==> config.mk <==
export PLATFORM = sky130hd
export DESIGN_NAME = cdc_handshake_rx
export DESIGN_NICKNAME = d
export VERILOG_FILES = /design/src/rtl/cdc_handshake_rx.sv
export SDC_FILE = /design/constraint.sdc
export NUM_CORES = 1
export LEC_CHECK = 0
export CORE_UTILIZATION = 50
export CTS_CLUSTER_DIAMETER = 80
export DETAILED_ROUTE_END_ITERATION = 16
export PLACE_DENSITY = 0.94
export SKIP_LAST_GASP = 1
export SYNTH_ARGS = -nofsm -noshare
export SYNTH_HDL_FRONTEND = slang
export SYNTH_SLANG_ARGS = --single-unit
==> constraint.sdc <==
create_clock -name clk_dst -period 4.1 [get_ports clk_dst]
set_input_delay 1.23 -clock clk_dst [delete_from_list [all_inputs] [get_ports clk_dst]]
set_output_delay 1.23 -clock clk_dst [all_outputs]
set_load 0.02 [all_outputs]
**M1 wires**

Bar = 20 um.
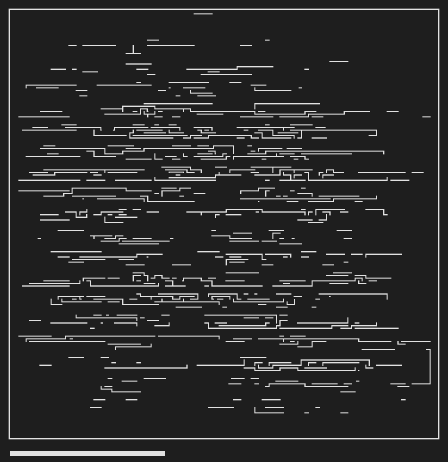
wire length on this layer: 1310 um
main direction: horizontal
longest straight run: 15.2 um
share of all routed wire: 41%
nets with wire on the layer: 193
vias post-DR: 1299
Post-Route WL: 3190 um

**Congestion heat map**

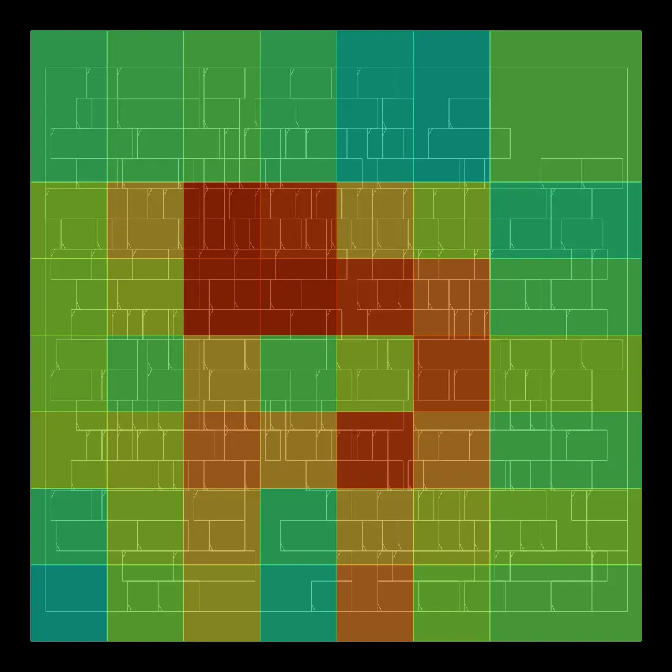
gr usage total: 24.2%
wire per inst: 13.7 um

**Local utilization**

Bar = 20 um. The die is cut into 11 by 11 equal tiles; black is low, pale yellow is high, 0 to 100% covered.
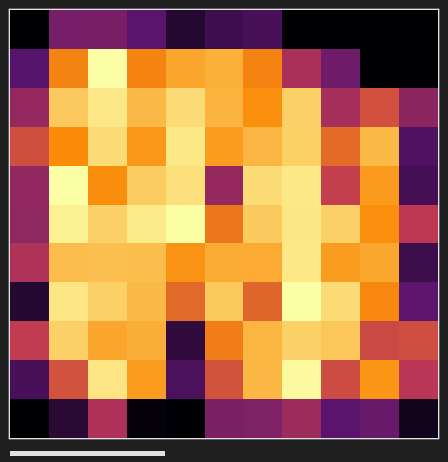
emptiest ninth of the die: north-east
tiles over 75% full: 49%
nearly empty tiles: 8.3%
fullest tile: 100%
Std-Cell Core Area: 2570 sq um
Init Core Util: 54.8%
Final Util: 72.5%

**M2 wires**

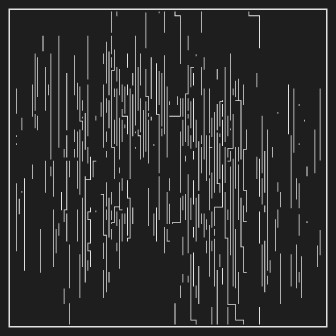
nets with wire on the layer: 188
main direction: vertical
share of all routed wire: 49%
wire length on this layer: 1550 um
routing usage on met2: 41.0%

**Wiring heat map**

Bar = 20 um. The die is cut into 11 by 11 equal tiles; black is low, pale yellow is high, scaled to the fullest tile. Values are wire area over tile area, all layers added.
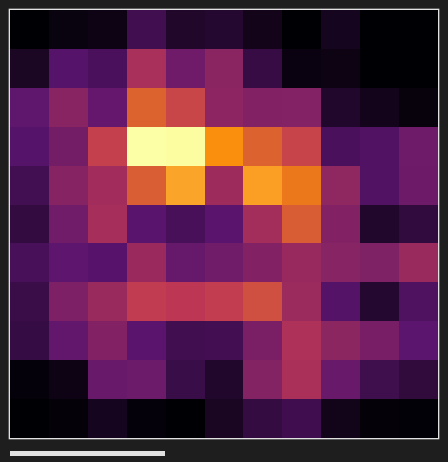
fullest tile: 0.63
tiles over half the peak: 13%
mean over tiles: 0.17
nearly empty tiles: 11%
densest ninth of the die: centre
emptiest ninth of the die: north-east

==> flow_metrics.env <==
# implementation run metrics
export IMPL_warnings=30
export IMPL_tritoncts="yes"
export IMPL_grt_pass1_wl_um=4930
export IMPL_instances_no_fill=233
export IMPL_clock_skew_ps=7.97
export IMPL_setup_ws_ps=1290
export IMPL_seq_area_frac_synth_pct=45.5
export IMPL_outcome="finished, final reports clean"
export IMPL_arrival_ps=3070
export IMPL_worstPathRequired_ps=4360
export IMPL_yosys_cell_types_count=30
export IMPL_die_w_um=55.1
export IMPL_p_seq_share_pct=49.3
export IMPL_ys_sh_adder_pct=6.22
export IMPL_place_ws_ps=956
export IMPL_syn_area_sq_um=1410
export IMPL_htreeDepth=2
export IMPL_reg2reg_depth=6
export IMPL_finalPower_mw=0.705
export IMPL_ys_cells=163
export IMPL_top_layer="met4"
export IMPL_crit_family="simple AND/OR/NAND/NOR gates"
export IMPL_clk_path_buf_depth=2
export IMPL_powerClk_mw=0.186
export IMPL_wl_met3_um=246
export IMPL_combinationalPower_mw=0.171
export IMPL_pin_count=39
export IMPL_cts_resized=0
export IMPL_crit_buf_inv=1
export IMPL_yosys_area_top_type="dfxtp_1"
export IMPL_setup_violations=0
export IMPL_drc=0
export IMPL_layout_nets=221
export IMPL_grt_ovfl_total=0
export IMPL_grt_pass1_vias=1143
export IMPL_whs_ps=455
export IMPL_drv_slew=0
export IMPL_dieArea_sq_um=3030
export IMPL_p_per_area_nw_per_um2=379
export IMPL_avgSynthCellArea_sq_um=8.64
export IMPL_path_cells="clkdlybuf4s50_1, and4_1, nand3_1, or4_1, a21oi_1"
export IMPL_die_y_um=55.1
export IMPL_netlist_instances=163
export IMPL_p_sw_mw=0.210
export IMPL_dp_hpwl_um=2270
export IMPL_slew_headroom_pct=39.5
export IMPL_cp_slowest_cell="or4_1"
export IMPL_cts_buffers=5
export IMPL_sequentialPower_mw=0.348
export IMPL_top_area_share_pct=45.5
export IMPL_finalCriticalPeriod_ps=2810
export IMPL_synth_top_flop_cell="dfxtp_1"
export IMPL_timing_fmax_mhz=356
export IMPL_edf_count=0
export IMPL_via_per_inst=5.58
export IMPL_cts_root_buf="clkbuf_4"
export IMPL_crit_path_max_fanout=7
export IMPL_mux_area_share_pct=2.84
export IMPL_cts_hold_buf=0
export IMPL_synthAoiAreaFrac_pct=9.96
export IMPL_most_common_cell="dfxtp_1"
export IMPL_vdd_ir_drop_max_v=0.000378
export IMPL_endpoint_kind="flop"
export IMPL_met1_usage_pct=26.1
export IMPL_antenna_cells=0
export IMPL_clock_latency_late_pin_ps=340
export IMPL_areaGrowthSynthToFinish_pct=32.2
export IMPL_synth_xor_area_share_pct=6.84
export IMPL_design_area_sq_um=1860
export IMPL_critPathKind="input port to flop"
export IMPL_maxCapViolCount=0
export IMPL_dr_pass1_iters=4
export IMPL_slowest_delay_ps=560
export IMPL_rows=18
export IMPL_area_leaders="dfxtp_1 (46%), ha_1 (6.2%), nand2_1 (5.9%)"
export IMPL_fp_nets=182
export IMPL_clk_pin_slew_ps=90
export IMPL_async_flop_share_pct=0
export IMPL_hold_path_class="flop to flop"
export IMPL_place_area_sq_um=1800
export IMPL_finalHoldViolations=0
export IMPL_use_met3_pct=9.56
export IMPL_fin_crit_sh_pct=68.5
export IMPL_place_gp_congestion=0.889
export IMPL_start_kind="input port"
export IMPL_drt_iter0_drc=47
export IMPL_synth_chip_area_sq_um=1410
export IMPL_cts_setup_buffers=0
## layout by cell type (no fill, tap or decap), drive strengths merged
cell	instances
nor4	1
clkbuf	8
ha	7
a311oi	1
o21ai	3
and4	2
nor2	19
xnor2	4
o31ai	3
a221oi	1
mux2i	4
nand4	4
a21boi	1
and2	1
nor3	5
nand3	9
a21oi	14
a211oi	1
dfxtp	32
or4	3
or3	4
nor2b	2
nand2	22
inv	6
and3	1
clkdlybuf4s50	38
xor2	7
## area by class of cell
cell class / instances / area, sq um
Multi-Input combinational cell: 119 / 721
Fill cell: 205 / 707
Sequential cell: 32 / 641
Timing Repair Buffer: 38 / 380
Clock buffer: 8 / 58.8
Tap cell: 30 / 37.5
Inverter: 6 / 22.5
